==> images/port_trees.png <==
Scale: 10 px per um.
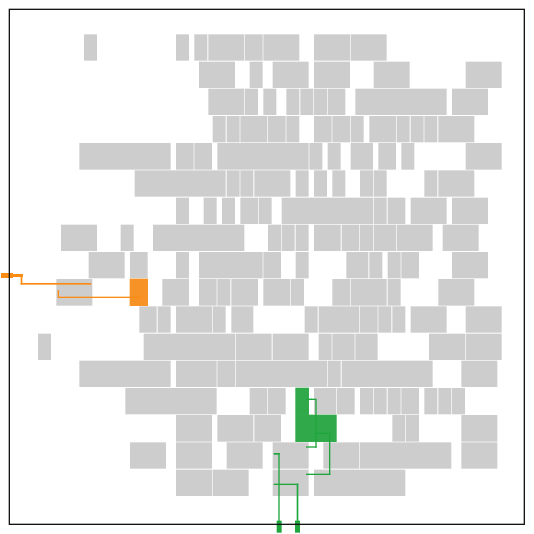
==> images/m2.png <==
Scale: 10 px per um.
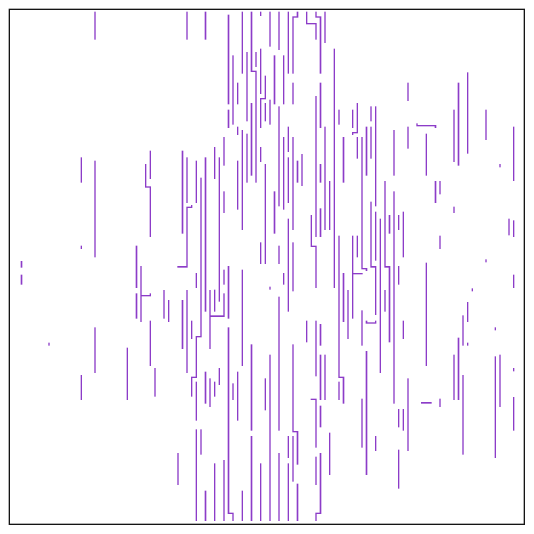
===== src/rtl/sm83_flag_unit.sv =====
// SM83 flag register (Z N H C) with the carry-chain sequencer for 16-bit ALU passes.
// Ports: clk/reset_n; alu_*/shift/daa flag sources; we_*/c_sel writes; f_load/dbus_in; op16_* control; f_out and flag taps, pri_carry, alu_cin, hi_ext, busy, op16_done.
module sm83_flag_unit (
    input  logic       clk,
    input  logic       reset_n,
    input  logic       alu_valid,
    input  logic       alu_z,
    input  logic       alu_h,
    input  logic       alu_c,
    input  logic       n_val,
    input  logic       shift_out,
    input  logic       daa_carry_out,
    input  logic       we_z,
    input  logic       we_n,
    input  logic       we_h,
    input  logic       we_c,
    input  logic [2:0] c_sel,
    input  logic       cin_use_c,
    input  logic       f_load,
    input  logic [7:0] dbus_in,
    input  logic       op16_start,
    input  logic [1:0] op16_kind,
    input  logic       e_sign,
    output logic [7:0] f_out,
    output logic       zero,
    output logic       carry,
    output logic       daa_carry,
    output logic       daa_neg,
    output logic       pri_carry,
    output logic       alu_cin,
    output logic [7:0] hi_ext,
    output logic       busy,
    output logic       op16_done
);

    typedef enum logic [1:0] {
        S_IDLE = 2'd0,
        S_LOW  = 2'd1,
        S_HIGH = 2'd2
    } state_t;

    localparam logic [1:0] K_ADD_HL = 2'd0;
    localparam logic [1:0] K_ADD_SP = 2'd1;

    state_t     state_q, state_d;
    logic [1:0] kind_q, kind_d;
    logic       esign_q, esign_d;
    logic       lo_h_q, lo_h_d;
    logic       lo_c_q, lo_c_d;
    logic       pri_q, pri_d;
    logic       done_q, done_d;
    logic       z_q, z_d;
    logic       n_q, n_d;
    logic       h_q, h_d;
    logic       c_q, c_d;
    logic       commit;
    logic       c_new;

    // The low nibble of the bus has no flag meaning.
    logic unused_dbus_lo;
    assign unused_dbus_lo = ^dbus_in[3:0];

    always_ff @(posedge clk or negedge reset_n) begin
        if (!reset_n) begin
            state_q <= S_IDLE;
        end else begin
            state_q <= state_d;
        end
    end

    always_ff @(posedge clk or negedge reset_n) begin
        if (!reset_n) begin
            kind_q  <= 2'd0;
            esign_q <= 1'b0;
            lo_h_q  <= 1'b0;
            lo_c_q  <= 1'b0;
            pri_q   <= 1'b0;
            done_q  <= 1'b0;
            z_q     <= 1'b0;
            n_q     <= 1'b0;
            h_q     <= 1'b0;
            c_q     <= 1'b0;
        end else begin
            kind_q  <= kind_d;
            esign_q <= esign_d;
            lo_h_q  <= lo_h_d;
            lo_c_q  <= lo_c_d;
            pri_q   <= pri_d;
            done_q  <= done_d;
            z_q     <= z_d;
            n_q     <= n_d;
            h_q     <= h_d;
            c_q     <= c_d;
        end
    end

    always_comb begin
        state_d = state_q;
        kind_d  = kind_q;
        esign_d = esign_q;
        lo_h_d  = lo_h_q;
        lo_c_d  = lo_c_q;
        commit  = 1'b0;
        case (state_q)
            S_IDLE: begin
                if (op16_start) begin
                    state_d = S_LOW;
                    kind_d  = op16_kind;
                    esign_d = e_sign;
                end
            end
            S_LOW: begin
                if (alu_valid) begin
                    state_d = S_HIGH;
                    lo_h_d  = alu_h;
                    lo_c_d  = alu_c;
                end
            end
            S_HIGH: begin
                if (alu_valid) begin
                    state_d = S_IDLE;
                    commit  = 1'b1;
                end
            end
            default: state_d = S_IDLE;
        endcase
    end

    always_comb begin
        case (c_sel)
            3'd0:    c_new = alu_c;
            3'd1:    c_new = shift_out;
            3'd2:    c_new = daa_carry_out;
            3'd3:    c_new = 1'b1;
            3'd4:    c_new = ~c_q;
            default: c_new = c_q;
        endcase
    end

    // f_load beats the 16-bit commit, which beats 8-bit writes (idle only).
    always_comb begin
        z_d = z_q;
        n_d = n_q;
        h_d = h_q;
        c_d = c_q;
        if (f_load) begin
            {z_d, n_d, h_d, c_d} = dbus_in[7:4];
        end else if (commit) begin
            if (kind_q == K_ADD_HL) begin
                n_d = 1'b0;
                h_d = alu_h;
                c_d = alu_c;
            end else if (kind_q == K_ADD_SP) begin
                z_d = 1'b0;
                n_d = 1'b0;
                h_d = lo_h_q;
                c_d = lo_c_q;
            end
        end else if (state_q == S_IDLE) begin
            if (we_z) z_d = alu_z;
            if (we_n) n_d = n_val;
            if (we_h) h_d = alu_h;
            if (we_c) c_d = c_new;
        end
    end

    always_comb begin
        pri_d  = alu_valid ? alu_c : pri_q;
        done_d = commit;
    end

    always_comb begin
        alu_cin = 1'b0;
        hi_ext  = 8'h00;
        busy    = (state_q != S_IDLE);
        case (state_q)
            S_IDLE: alu_cin = c_q & cin_use_c;
            S_HIGH: begin
                alu_cin = pri_q;
                if (kind_q == K_ADD_SP && esign_q) hi_ext = 8'hFF;
            end
            default: alu_cin = 1'b0;
        endcase
    end

    assign f_out     = {z_q, n_q, h_q, c_q, 4'b0000};
    assign zero      = z_q;
    assign carry     = c_q;
    assign daa_carry = h_q;
    assign daa_neg   = n_q;
    assign pri_carry = pri_q;
    assign op16_done = done_q;

endmodule

===== config.mk =====
export PLATFORM = sky130hd
export DESIGN_NAME = sm83_flag_unit
export DESIGN_NICKNAME = d
export VERILOG_FILES = /design/src/rtl/sm83_flag_unit.sv
export SDC_FILE = /design/constraint.sdc
export NUM_CORES = 1
export LEC_CHECK = 0
export ABC_AREA = 1
export CORE_MARGIN = 2
export CORE_UTILIZATION = 40
export CTS_CLUSTER_SIZE = 20
export DETAILED_ROUTE_END_ITERATION = 16
export PLACE_DENSITY = 0.85
export SYNTH_ARGS = -nofsm -noshare
export SYNTH_HDL_FRONTEND = slang
export SYNTH_SLANG_ARGS = --single-unit

===== constraint.sdc =====
create_clock -name clk -period 4.35 [get_ports clk]
set_input_delay 0.87 -clock clk [delete_from_list [all_inputs] [get_ports clk]]
set_output_delay 0.87 -clock clk [all_outputs]
set_load 0.005 [all_outputs]

==> Slide: Implementation Results <==
Key Metrics from the Run

Placement
  – Placed insts: 185
  – Area of placed instances: 1280 sq um
  – Gpl congestion: 0.781
  – Detailed Place HPWL: 1700 um
  – Number of port buffers: 45
  – Place WS: 1.47 ns

STA
  – Clock skew: 0.00288 ns
  – Setup violations, final: 0
  – Final worst setup slack: 1.42 ns
  – Slew headroom: 52.8%
  – Final Cycle Share: 67.4%
  – Hold WS: 0.500 ns
  – Minimum clock period: 2.93 ns
  – Slew @ Worst Pin: 0.702 ns
  – Final hold viol count: 0
  – Fmax: 0.341 GHz
  – RSZ-0062 raised after global routing: false
  – Max-slew violations: 0
  – Setup_tns: 0 ns

Critical path
  – Highest-delay cell along the critical path: clkdlybuf4s50_1
  – Setup CP Type: register to output pin
  – CP Cell Sequence: inv_2 -> nand3_1 -> nor3_1 -> clkdlybuf4s50_1
  – CP Launch Type: register
  – Worst setup EP type: output pin
  – Worst r2r dst: kind_q[1]
  – Arr. time, crit path: 2.06 ns
  – WP depth: 4
  – Crit path max fanout: 8
  – CP max stage delay: 0.65 ns
  – Crit path max-delay family: buffers and inverters
  – CP startpoint: state_q[0]
  – WP buf/inv: 2
  – R2r startpoint: state_q[1]
  – Reg2reg setup slack: 3.10 ns
  – Register-to-Register Path Depth: 5
  – Crit path DRT: 3.48 ns

Die
  – Die Size: 2640 sq um
  – Floorplan-stage core utilization: 41.3%
  – Core area: 2170 sq um
  – Tap cells: 28
  – Die X: 51.4 um
  – # rows: 17
  – Die Y: 51.4 um
  – # IOs: 54

Finish
  – Flop count: 13
  – Non-CTS inverters: 17
  – Largest area class, layout: buffers
  – Nets: 192
  – Cell Count, Final, Fillers Out: 189
  – N_diodes: 0
  – Multi-input combinational cell count: 82
  – Post-route cell area: 1310 sq um
  – Non-clock buffer share: 34.4%
  – Combinational share of cell area: 31.1%
  – Comb. cell area: 407 sq um
  – Synthesis-to-layout area growth: 45.7%
  – Fraction of area in registers: 24.9%
  – Fillers: 194
  – Share of cells above drive strength 1: 10.6%
  – Clock network share of area: 2.01%
  – Register area: 325 sq um
  – Fin util: 60.3%
  – Nonclk buf count: 45
  – # clk buffers: 4

CTS
  – Root buf cell: clkbuf_4
  – Postcts setup bufs: 0
  – Post_cts resized: 0
  – CTS HTree Levels: 1
  – CTS clock-pin slew for the worst setup and hold paths: 0.08 ns
  – CTS max path bufs: 2
  – CTS tree: done
  – Hold_buf cts: 0
  – CTS Sinks: 13
  – Num CTS Buffers: 3
  – Worst skew pair latency: 0.27 ns

Run status
  – Status: completed

Hold path
  – Min-delay src: esign_q
  – Min-Delay Endpoint: esign_q
  – Hold Crit Class: register to register
  – Hold depth: 1

Logic synthesis
  – Number of enable flip-flop cells: 0
  – Cells after Synth: 124
  – Yosys simple share: 31.4%
  – Area leader, netlist: dfrtp_1
  – Post-Syn Area: 897 sq um
  – Ao+oa area frac: 9.76%
  – Commonest flop: dfrtp_1
  – Yosys cell count: 124
  – Post-synthesis register bit count: 13
  – Register share after synthesis: 36.3%
  – FFs w/ async S/R, synth: 100%
  – Area fraction in xor and xnor cells: 0%
  – Adder share: 0%
  – Syn_area_per_cell: 7.23 sq um
  – Synth cell count leaders: nand2_1 (32), buf_4 (15), dfrtp_1 (13)
  – Top logic family: simple AND/OR/NAND/NOR gates
  – Area leader share: 36.3%
  – Synth top cell by count: nand2_1
  – Top cells by area: dfrtp_1 (36%), nand2_1 (13%), buf_4 (13%)
  – Yosys warns: 0
  – Mux area share: 2.51%
  – Yosys chip area: 897 sq um
  – Unique cell types: 21

Pwr
  – Final Power: 0.594 mW
  – Switch Pwr: 0.220 mW
  – Net switching fraction of the power: 37.1%
  – Worst vdd ir: 0.265 mV
  – Clock Power Share: 12.3%
  – Sequential power share: 35.5%
  – Pleak: 0.621 nW
  – Power per cell area: 455 nW/um^2
  – Int Pwr: 0.374 mW
  – Combinational share of power: 52.2%

Routing
  – DRT iter0 DRCs: 17
  – Vias per cell: 4.56
  – DRT antenna net count: 0
  – Drt first pass iters: 4
  – DRC: 0
  – Post-Route WL: 2040 um
  – Routed len/inst: 10.8 um
  – Via count: 861

GRT
  – Initial antenna violation count: 0
  – First-pass GRT wire length: 3400 um
  – GRT Util Overall: 16.6%
  – Largest net degree at the start of global routing: 14
  – Vias in the first global route: 844
  – Total gr overflow: 0

Job
  – Maxcap violations: 0
  – Tool warning count: 30
## Picture notes: port_trees.png
[op16_kind] green | bits: 2 | direction: input | edge: south | end cells: 2 | buffers: 2 | wire: 27.3 um
[alu_cin] orange | bits: 1 | direction: output | edge: west | end cells: 1 | buffers: 1 | wire: 17.4 um

## Picture notes: m2.png
share of all routed wire: 48%
longest straight run: 23.8 um

==> logic make-up after synthesis <==
| family | Yosys count |
|---|---|
| and+or+nand+nor | 60 |
| buffers and inverters | 32 |
| AOI/OAI and AO/OA | 16 |
| DFF | 13 |
| muxes | 2 |
| other | 1 |
==> cell usage in the layout, fill, tap and decap left out <==
cell             count
nor3_1               1
inv_2                5
nand2_1             32
a21boi_0             1
conb_1               4
nand3_4              1
mux2_1               2
nand2_2              6
dfrtp_1             13
nand3b_1             1
a21oi_1              3
clkdlybuf4s50_1     45
nor2_1               7
or2_2                1
clkbuf_4             3
o211ai_1             1
o21ai_0              8
nand3_1             10
o31ai_1              1
nor2_4               1
clkbuf_1             1
o21ai_1              2
inv_1               12
==> metal layers <==
metal | up-vias | wire (um) | track usage, %
met3 | 2 | 107 | 2.92
li1 | 444 | - | -
met2 | 26 | 986 | 31.0
met1 | 389 | 938 | 19.7
met4 | 0 | 8 | 3.95
met5 | - | 0 | 0
==> flip-flops by register name (all words and copies together), names as in the netlist <==
register / count
daa_carry: 1
op16_done: 1
lo_c_q: 1
lo_h_q: 1
state_q: 2
kind_q: 2
esign_q: 1
pri_carry: 1
daa_neg: 1
zero: 1
carry: 1
==> worst max path at each step <==
stage / endpoint / slack, ns
floorplan: hi_ext[1] / 2.20
global placement: alu_cin / 1.43
detailed placement: alu_cin / 1.47
CTS: hi_ext[7] / 1.38
global route: hi_ext[7] / 1.22
finish: hi_ext[7] / 1.42
==> power by group through the flow <==
stage	clock, mW	sequential, mW	combinational (mW)
floorplan	0	0.208	0.183
global placement	0	0.210	0.303
detailed placement	0	0.214	0.311
CTS	0.0763	0.212	0.313
global route	0.0829	0.219	0.344
finish	0.0730	0.211	0.310
Power and IR drop assume default switching activity.
